**config.mk**
```make
export PLATFORM = sky130hd
export DESIGN_NAME = conv_loop_ctrl
export DESIGN_NICKNAME = d
export VERILOG_FILES = /design/src/rtl/conv_loop_ctrl.sv
export SDC_FILE = /design/constraint.sdc
export NUM_CORES = 1
export LEC_CHECK = 0
export ABC_AREA = 1
export CORE_AREA = 2 2 137 139
export CTS_BUF_LIST = sky130_fd_sc_hd__clkbuf_4
export DETAILED_ROUTE_END_ITERATION = 8
export DIE_AREA = 0 0 139 141
export PLACE_DENSITY = 0.48
export SYNTH_ARGS = -nofsm -noshare
export SYNTH_HDL_FRONTEND = slang
export SYNTH_SLANG_ARGS = --single-unit
```
**constraint.sdc**
```tcl
create_clock -name clk -period 2.5 [get_ports clk]
set_input_delay 0.5 -clock clk [delete_from_list [all_inputs] [get_ports clk]]
set_output_delay 0.5 -clock clk [all_outputs]
set_load 0.03 [all_outputs]
```
**src/rtl/conv_loop_ctrl.sv**
```systemverilog
// Purpose : sequences the six-deep convolution loop nest (out-ch, out-row, out-col,
//           kernel-row, kernel-col, in-ch) and issues one tap per enabled cycle.
// Latency : first tap the cycle after start; en_save SAVE_LAT cycles after a pixel's last tap.
// Backpressure: stall freezes tap issue and counters; the save pipeline keeps moving.
// Ports   : clk/reset (sync, active-high), start, stall -> indices i..l, enable,
//           tap_valid, acc_clr, en_save, busy, done.
module conv_loop_ctrl #(
    parameter int CONV_DIM_IMG    = 32,
    parameter int CONV_DIM_KERNEL = 5,
    parameter int CONV_DIM_CH     = 3,
    parameter int CONV_OUT_CH     = 32,
    parameter int CONV_DIM_OUT    = 32,
    parameter int STRIDE          = 1,
    parameter int PADDING         = 2,
    parameter int SAVE_LAT        = 2
) (
    input  logic       clk,
    input  logic       reset,
    input  logic       start,
    input  logic       stall,
    output logic [7:0] i,
    output logic [7:0] j,
    output logic [7:0] k,
    output logic [7:0] m,
    output logic [7:0] n,
    output logic [7:0] l,
    output logic       enable,
    output logic       tap_valid,
    output logic       acc_clr,
    output logic       en_save,
    output logic       busy,
    output logic       done
);

    typedef enum logic [1:0] {IDLE, RUN, DRAIN, DONE} state_t;

    localparam logic [7:0]  L_MAX      = 8'(CONV_DIM_CH - 1);
    localparam logic [7:0]  KER_MAX    = 8'(CONV_DIM_KERNEL - 1);
    localparam logic [7:0]  OUT_MAX    = 8'(CONV_DIM_OUT - 1);
    localparam logic [7:0]  I_MAX      = 8'(CONV_OUT_CH - 1);
    localparam logic [3:0]  DRAIN_LAST = 4'(SAVE_LAT - 1);
    localparam logic [15:0] STR16      = 16'(STRIDE);
    localparam logic [15:0] PAD16      = 16'(PADDING);
    localparam logic [15:0] HI16       = 16'(CONV_DIM_IMG + PADDING);

    state_t state, state_nxt;

    logic [7:0]          i_q, j_q, k_q, m_q, n_q, l_q;
    logic [3:0]          drain_cnt;
    logic [SAVE_LAT-1:0] save_sr;
    logic                tap, last_tap, final_tap;
    logic                l_wrap, n_wrap, m_wrap, k_wrap, j_wrap, i_wrap;
    logic [15:0]         row, col;

    // Reset gates the tap strobe combinationally so nothing is issued in the
    // cycle reset is applied, even though the state register is still RUN.
    assign tap = (state == RUN) && !stall && !reset;

    // Carry chain: each wrap means "this and every inner counter is at max".
    assign l_wrap = (l_q == L_MAX);
    assign n_wrap = l_wrap && (n_q == KER_MAX);
    assign m_wrap = n_wrap && (m_q == KER_MAX);
    assign k_wrap = m_wrap && (k_q == OUT_MAX);
    assign j_wrap = k_wrap && (j_q == OUT_MAX);
    assign i_wrap = j_wrap && (i_q == I_MAX);

    assign last_tap  = tap && m_wrap;
    assign final_tap = tap && i_wrap;

    always_ff @(posedge clk) begin
        if (reset) begin
            state <= IDLE;
        end else begin
            state <= state_nxt;
        end
    end

    // Counters hold at their maxima after the final tap until the next start.
    always_ff @(posedge clk) begin
        if (reset || (state == IDLE && start)) begin
            i_q <= '0; j_q <= '0; k_q <= '0;
            m_q <= '0; n_q <= '0; l_q <= '0;
        end else if (tap && !i_wrap) begin
            l_q <= l_wrap ? '0 : l_q + 8'd1;
            if (l_wrap) n_q <= n_wrap ? '0 : n_q + 8'd1;
            if (n_wrap) m_q <= m_wrap ? '0 : m_q + 8'd1;
            if (m_wrap) k_q <= k_wrap ? '0 : k_q + 8'd1;
            if (k_wrap) j_q <= j_wrap ? '0 : j_q + 8'd1;
            if (j_wrap) i_q <= i_q + 8'd1;
        end
    end

    // Save pipeline runs every cycle, independent of stall.
    always_ff @(posedge clk) begin
        if (reset) begin
            save_sr <= '0;
        end else begin
            save_sr[0] <= last_tap;
            for (int s = 1; s < SAVE_LAT; s++) begin
                save_sr[s] <= save_sr[s-1];
            end
        end
    end

    always_ff @(posedge clk) begin
        if (reset || state != DRAIN) begin
            drain_cnt <= '0;
        end else begin
            drain_cnt <= drain_cnt + 4'd1;
        end
    end

    always_comb begin
        state_nxt = state;
        i = '0; j = '0; k = '0; m = '0; n = '0; l = '0;
        enable    = 1'b0;
        tap_valid = 1'b0;
        acc_clr   = 1'b0;
        en_save   = 1'b0;
        busy      = 1'b0;
        done      = 1'b0;
        // Unsigned image coordinates include the padding offset, so the
        // bounds test never needs a negative intermediate.
        row = STR16 * {8'h00, j_q} + {8'h00, m_q};
        col = STR16 * {8'h00, k_q} + {8'h00, n_q};

        case (state)
            IDLE:    if (start) state_nxt = RUN;
            RUN:     if (final_tap) state_nxt = DRAIN;
            DRAIN:   if (drain_cnt == DRAIN_LAST) state_nxt = DONE;
            DONE:    state_nxt = IDLE;
            default: state_nxt = IDLE;
        endcase

        if (!reset) begin
            i = i_q; j = j_q; k = k_q; m = m_q; n = n_q; l = l_q;
            enable    = tap;
            tap_valid = tap && (row >= PAD16) && (row < HI16)
                            && (col >= PAD16) && (col < HI16);
            acc_clr   = tap && (m_q == 8'd0) && (n_q == 8'd0) && (l_q == 8'd0);
            en_save   = save_sr[SAVE_LAT-1];
            busy      = (state != IDLE);
            done      = (state == DONE);
        end
    end

endmodule

```
==> run summary <==
Status - finished with violations
Failing checks - setup timing
Cell area leaders - dfxtp_1 25%, nand2_1 12%, ha_1 9.0%
Crit end category - output port
Uppermost layer routed - met4
LEAKAGE - 2.44 nW
Top power group - sequential cells
Critical path's largest stage delay - 400 ps
PwrDens - 322 nW/um^2
CTS root buf - clkbuf_4
Adder Area Share - 9.90%
Core ar. - 18300 um^2
Cell family with most CP delay - simple AND/OR/NAND/NOR gates
Non-clk bufs - 97
CP max FO - 2
Buffering overhead - 15.2%
Pre-Repair DR Iteration Count - 4
Internal power consumption - 1.24 mW
Slew HR - 63.0%
CP endpoint - tap_valid
Crit path top cell by count - nand2_1
VDD IR max - 0.255 mV
Post-route total power - 1.83 mW
Synth warn - 0
Synthesis area per yosys - 4450 um^2
Setup ws final - -311 ps
R2R Path Start - j_q[0]$_SDFFE_PP0P_
Fraction of area in multi-input gates - 51.4%
Dpl cell area - 5500 um^2
Input/output buffers - 57
Register share after synthesis - 25.2%
Boundary pin count - 58
Seq cells - 56
Initial DRC Count - 242
Init Core Util - 24.4%
Row count - 50
Max H-tree Level - 2
Reg power frac - 51.0%
Reg2reg end - j_q[6]$_SDFFE_PP0P_
RSZ-0062 raised after global routing - true
Final setup violation count - 1
Depth of the most critical reg-to-reg path - 10
Final Core Density - 31.2%
Resized Gates After CTS - 27
Crit-path slowest cell - fa_2
Ys flop type - dfxtp_1
Antenna-violating nets left - 0
Layout Cell Area excl Fill - 5700 um^2
Global-route wire length before repair - 21.8 mm
CP Launch Point - n_q[0]$_SDFFE_PP0P_
Setup CP Type - register to output port
XOR/XNOR Fraction of Synth Area - 4.72%
Via density - 4.44
Synth-to-layout area growth - 28.1%
Wire length on met1 - 6.66 mm
Worst R2R Setup Slack - 340 ps
Die area - 19600 um^2
Post-placement setup slack - 17.2 ps
Clk network pwr share - 29.0%
Final global-route overflow total - 0
Syn Area/Cell - 6.54 um^2
Net Switching - 589 uW
Combinational share of power - 20.0%
Setup repair bufs after CTS - 1
Grt peak-use layer - met2
Placed cell count - 991
Post-synth ARST share - 0%
Yosys reg bits - 56
#MultiIn Comb - 498
Vias in the first global route - 4288
P_seq - 935 uW
Hold Buf Count CTS - 0
Hold Crit Endpoint - save_sr[1]$_SDFF_PP0_
WP data required - 2000 ps
Fin. Hold Viols - 0
Distinct cells, synth - 42
Least-Margin Pin Slew - 550 ps
Largest net degree at the start of global routing - 38
EDFF count, synth - 0
Total CTS buffers - 5
[flip-flops by register name (all words and copies together) (netlist names)]
| register | count |
|---|---|
| m_q | 8 |
| save_sr | 2 |
| l_q | 8 |
| i_q | 8 |
| n_q | 8 |
| drain_cnt | 4 |
| k_q | 8 |
| state | 2 |
| j_q | 8 |
[cells in the mapped netlist, drive strengths merged (2+ instances only)]
master / number
dfxtp: 56
ha: 32
nor2: 110
nand3: 58
xnor2: 4
o21ai: 10
buf: 9
nand2: 145
inv: 106
nand4: 37
nand3b: 4
or2: 5
nor3: 9
nor4: 5
xor2: 20
a21oi: 49
fa: 2
clkbuf: 10
**The metal 1 layer**

Supply wires on this layer in grey.
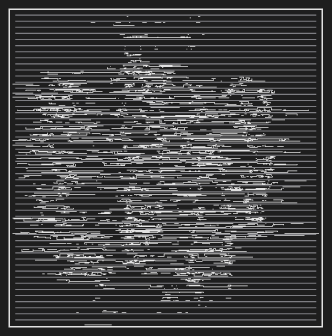
The wires run mostly horizontal. The layer holds 51% of the routed length.
DRT Wirelength: 13.0 mm
met1 Use GR: 19.4%
Vias: 4441

**M2 wires**

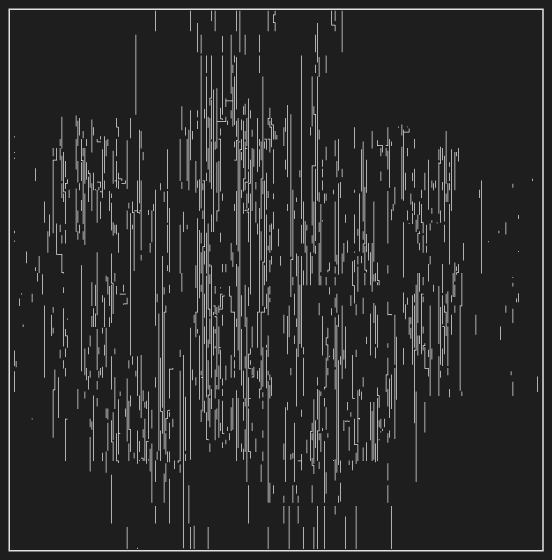
601 nets have wire on it. The longest straight run is 57.5 um.
M2 GR Usage: 21.9%

**Met3 routing**

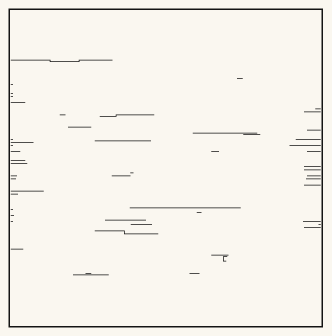
50 nets have wire on it. The wires run mostly horizontal. The layer carries 461 um of wire.
met3 usage: 1.77%

**Wiring heat map**

The bar under the picture is 50 um long. The die is cut into 28 by 28 equal tiles; dark purple is low, yellow is high, scaled to the fullest tile. Values are wire area over tile area, all layers added.
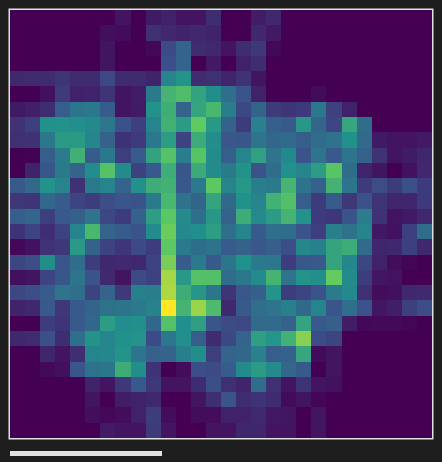
The mean over all tiles is 0.10. The emptiest ninth of the die: top right. The fullest tile reaches 0.47. 12% of the tiles are over half the peak. 26% of the tiles are nearly empty.
total track usage: 13.5%
drt wl/cell: 13.0 um

**Clock routing**

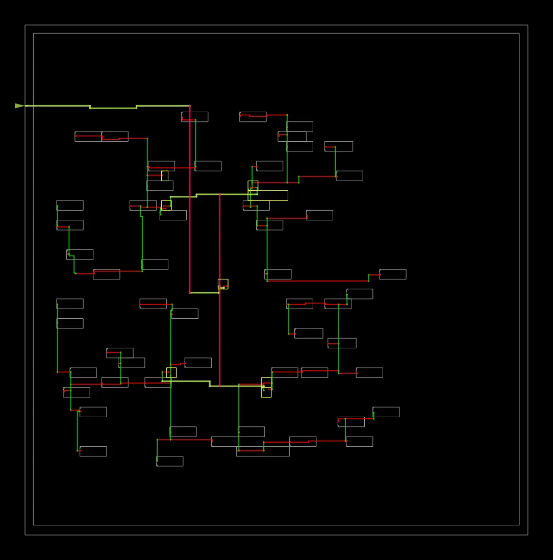
clock buffer count in the final layout: 6
Clk. pwr: 531 uW
Final Skew: 10.7 ps
clk latency late pin: 410 ps
Clock Sinks: 56

Power and IR drop assume default switching activity.
